===== config.mk =====
export PLATFORM = sky130hd
export DESIGN_NAME = fetch_stage
export DESIGN_NICKNAME = d
export VERILOG_FILES = /design/src/rtl/fetch_stage.sv
export SDC_FILE = /design/constraint.sdc
export NUM_CORES = 1
export LEC_CHECK = 0
export ABC_AREA = 1
export CORE_UTILIZATION = 33
export CTS_CLUSTER_DIAMETER = 50
export DETAILED_ROUTE_END_ITERATION = 16
export SYNTH_ARGS = -nofsm -noshare
export SYNTH_HDL_FRONTEND = slang
export SYNTH_SLANG_ARGS = --single-unit

===== constraint.sdc =====
create_clock -name clk -period 4.06 [get_ports clk]
set_input_delay 1.218 -clock clk [delete_from_list [all_inputs] [get_ports clk]]
set_output_delay 1.218 -clock clk [all_outputs]
set_load 0.03 [all_outputs]

===== src/rtl/fetch_stage.sv =====
// IF stage: owns the PC, drives a synchronous-read instruction memory and
// registers the IF/ID pipeline register, squashing wrong-path fetches on redirect.
module fetch_stage #(
   parameter int                   PC_W     = 10,
   parameter int                   INSTR_W  = 32,
   parameter logic [PC_W-1:0]      RESET_PC = '0,
   parameter logic [INSTR_W-1:0]   NOP      = '0,
   parameter int                   CNT_W    = 16
) (
   input  logic               clk,
   input  logic               rst,
   input  logic               stall,
   input  logic               PCSrc,
   input  logic [PC_W-1:0]    adderResult,
   input  logic               jump,
   input  logic [PC_W-1:0]    jaddress,
   input  logic               jr,
   input  logic [PC_W-1:0]    jrTarget,
   output logic [PC_W-1:0]    imem_addr,
   input  logic [INSTR_W-1:0] imem_rdata,
   output logic [INSTR_W-1:0] instruction,
   output logic [PC_W-1:0]    PCPlus1,
   output logic               instrValid,
   output logic [CNT_W-1:0]   flushCount
);

   typedef enum logic {PRIME, RUN} state_e;

   state_e             state_q, state_d;
   logic [PC_W-1:0]    pc_q, pc_d;
   logic [INSTR_W-1:0] instr_q, instr_d;
   logic [PC_W-1:0]    pcp1_q, pcp1_d;
   logic               valid_q, valid_d;
   logic [CNT_W-1:0]   flush_q, flush_d;

   logic               redirect;
   logic [PC_W-1:0]    pc_plus1;
   logic [PC_W-1:0]    target;

   assign redirect = ~stall & (jr | jump | PCSrc);
   assign pc_plus1 = pc_q + PC_W'(1);
   assign target   = jr ? jrTarget : (jump ? jaddress : adderResult);

   // NOTE: every variable gets its hold value first so no path leaves it
   // unassigned; a missing default here would infer a latch.
   always_comb begin
      state_d = state_q;
      pc_d    = pc_q;
      instr_d = instr_q;
      pcp1_d  = pcp1_q;
      valid_d = valid_q;
      flush_d = flush_q;
      unique case (state_q)
         PRIME: begin
            state_d = RUN;
            pc_d    = RESET_PC;
            instr_d = NOP;
            valid_d = 1'b0;
         end
         RUN: begin
            if (stall) begin
               // Stall outranks any redirect; decode re-presents it later.
            end else if (redirect) begin
               pc_d    = target;
               instr_d = NOP;
               valid_d = 1'b0;
               pcp1_d  = pc_plus1;
               flush_d = (&flush_q) ? flush_q : flush_q + CNT_W'(1);
            end else begin
               pc_d    = pc_plus1;
               instr_d = imem_rdata;
               valid_d = 1'b1;
               pcp1_d  = pc_plus1;
            end
         end
         default: state_d = PRIME;
      endcase
   end

   // Next-PC goes straight to memory so read data lines up with pc_q next cycle.
   assign imem_addr = pc_d;

   // NOTE: state registers use non-blocking assignments so every flop samples
   // the pre-edge values regardless of statement order.
   always_ff @(posedge clk or negedge rst) begin
      if (!rst) begin
         state_q <= PRIME;
         pc_q    <= RESET_PC;
         instr_q <= NOP;
         pcp1_q  <= '0;
         valid_q <= 1'b0;
         flush_q <= '0;
      end else begin
         state_q <= state_d;
         pc_q    <= pc_d;
         instr_q <= instr_d;
         pcp1_q  <= pcp1_d;
         valid_q <= valid_d;
         flush_q <= flush_d;
      end
   end

   assign instruction = instr_q;
   assign PCPlus1     = pcp1_q;
   assign instrValid  = valid_q;
   assign flushCount  = flush_q;

endmodule


run_1/cell_density.png
11 x 11 tiles, from white (low) to dark blue (high), 0 to 100% covered.
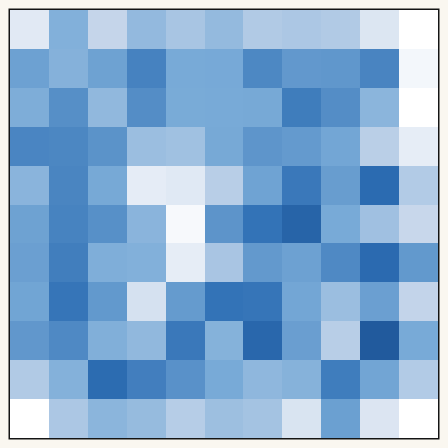
nearly empty tiles = 3.3%
tiles over 75% full = 5.0%
fullest tile = 83%

run_1/io_placement.png
The bar under the picture is 20 um long. Pins as bars across the die edge, other pins in gray.
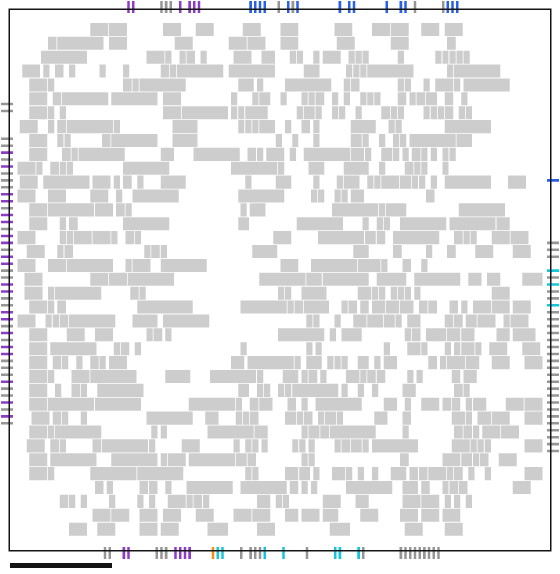
flushCount -> blue  # pins 16, direction output, edge 15 north, 1 east
instrValid -> orange  # pins 1, direction output, edge south
instruction -> purple  # pins 32, direction output, edge 20 west, 6 south, 6 north
imem_addr -> cyan  # pins 10, direction output, edge 7 south, 3 east
all pins by edge = 44 west, 34 south, 31 east, 28 north
y dimension of the die: 106 um
count of buffers from port buffering: 136
die boundary width: 106 um

run_1/sizes.png
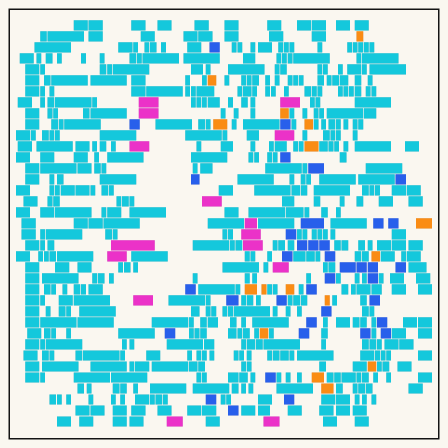
_2 cells -> orange  # cells 16, share 2.5%, most used nor2_2
_6 and larger -> magenta  # cells 15, share 2.4%, most used clkbuf_8
_3 and _4 cells -> blue  # cells 38, share 6.0%, most used buf_4
_0 and _1 cells -> cyan  # cells 562, share 89%, most used nand2_1

==> results_dict.tcl, run 1 <==
# metrics dict for downstream scripts
set metrics [dict create \
    groute.layer.met3.usage_pct 4.51 \
    worstRegToRegCells 8 \
    synthXorXnorAreaFrac_pct 2.46 \
    netlist_instances 469 \
    finish.net_count 696 \
    critical_path_required_ps 2840 \
    routedLengthMet1_um 4550 \
    totalPowerFinal_mw 1.89 \
    maxUsedRoutingLayer "met4" \
    comb-cell-share_pct 28.2 \
    final_util_pct 52.1 \
    grt_start_max_net_pins 39 \
    sh_seq_area_pct 32.4 \
    register_area_um2 1750 \
    ys_warnings 0 \
    count_of_plain_and_timing_repair_buffers_in_the_layout 161 \
    routabilityCongestion 0.811 \
    h-tree-depth 3 \
    crit_buf_inv 4 \
    synth.top_cells.by_count "nand2_1 (176), dfrtp_1 (70), o21ai_0 (54)" \
    run_status "complete, no violations" \
    grt.met1_usage_pct 23.9 \
    setup_ws_ps 116 \
    finalCriticalPeriod_ps 3940 \
    remaining_drc_errors 0 \
    post-place-ws_ps -280 \
    detail_route.wirelength_um 9740 \
    via_count_of_the_first_global_routing_pass 3303 \
    grt_setup_unrepaired "false" \
    final.hold.worst_slack_ps 484 \
    post-synth-top-area-fraction_pct 49.3 \
    setup.worst_path.class "input port to output pin" \
    pg_comb_mw 0.492 \
    worst_setup_hold_path_clk_slew_ps 80 \
    power.combinational.fraction_pct 26.0 \
    synth-simple-area-share_pct 28.9 \
    worst-endpoint-arrival_ps 2730 \
    drt_first_pass_iters 5 \
    crit_end "imem_addr[3]" \
    clockRootBuffer "clkbuf_8" \
    num_vias 3461 \
]
==> run 2: changes to the inputs <==
--- a/config.mk
+++ b/config.mk
@@ -9,6 +9,7 @@
 export CORE_UTILIZATION = 33
 export CTS_CLUSTER_DIAMETER = 50
 export DETAILED_ROUTE_END_ITERATION = 16
+export SETUP_SLACK_MARGIN = 0.4
 export SYNTH_ARGS = -nofsm -noshare
 export SYNTH_HDL_FRONTEND = slang
 export SYNTH_SLANG_ARGS = --single-unit
run_2/placement.png
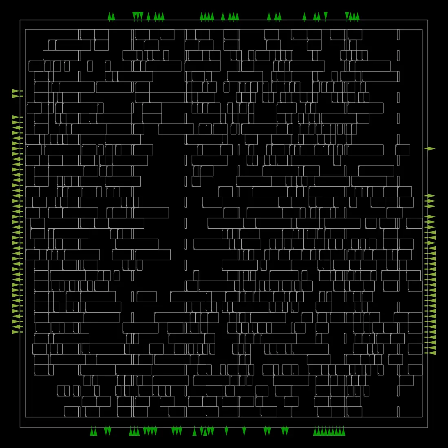
tally of non-filler cells in the final layout: 771
post-layout util: 53.0%
Tapcells: 136

run_2/sizes.png
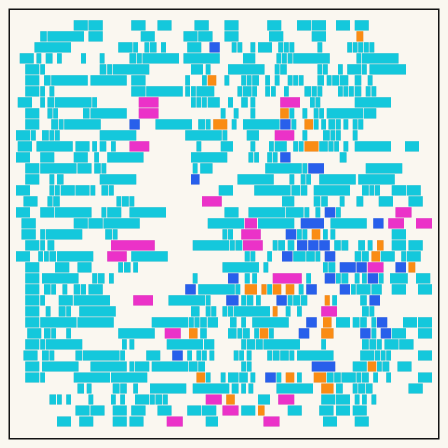
_2 cells -> orange  # cells 27, share 4.3%, most used nand2_2
_6 and larger -> magenta  # cells 24, share 3.8%, most used buf_6
_3 and _4 cells -> blue  # cells 35, share 5.5%, most used buf_4
_0 and _1 cells -> cyan  # cells 549, share 86%, most used nand2_1

run_2/cell_density.png
11 x 11 tiles, from white (low) to dark blue (high), 0 to 100% covered.
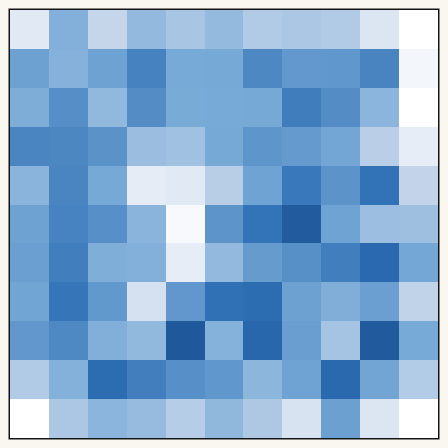
tiles over 75% full = 6.6%
emptiest ninth of the die = north-east
fullest tile = 84%
nearly empty tiles = 3.3%
mean over tiles = 48%

==> run 2 against run 1 <==
Effect of this change:
- global-route usage rose by 0.17 points
- flip-flop count unchanged
- non-clock buffer count rose by 4
- critical path type unchanged
- largest cell class unchanged
- largest power group unchanged
- highest routed layer unchanged
==> results_dict.tcl, run 2 <==
# metrics dict for downstream scripts
set metrics [dict create \
    run_status "complete, no violations" \
    post-place-ws_ps -280 \
    worst_setup_hold_path_clk_slew_ps 80 \
    power.combinational.fraction_pct 26.5 \
    synth-simple-area-share_pct 28.9 \
    grt_setup_unrepaired "false" \
    finalCriticalPeriod_ps 3560 \
    worstRegToRegCells 9 \
    routabilityCongestion 0.811 \
    ys_warnings 0 \
    detail_route.wirelength_um 9720 \
    clockRootBuffer "clkbuf_8" \
    maxUsedRoutingLayer "met4" \
    crit_end "imem_addr[6]" \
    chipWidth_um 106 \
    grt_start_max_net_pins 39 \
    setup_ws_ps 496 \
    crit_buf_inv 2 \
    synthXorXnorAreaFrac_pct 2.46 \
    remaining_drc_errors 0 \
    routedLengthMet1_um 4400 \
    pg_comb_mw 0.504 \
    count_of_plain_and_timing_repair_buffers_in_the_layout 165 \
    floorplan.die.height_um 106 \
    netlist_instances 469 \
    register_area_um2 1750 \
    setup.worst_path.class "input port to output pin" \
    worst-endpoint-arrival_ps 2350 \
    via_count_of_the_first_global_routing_pass 3381 \
    comb-cell-share_pct 28.4 \
    synth.top_cells.by_count "nand2_1 (176), dfrtp_1 (70), o21ai_0 (54)" \
    port_buffers 136 \
    finish.net_count 700 \
    critical_path_required_ps 2840 \
    grt.met1_usage_pct 23.8 \
]
Power and IR drop assume default switching activity.
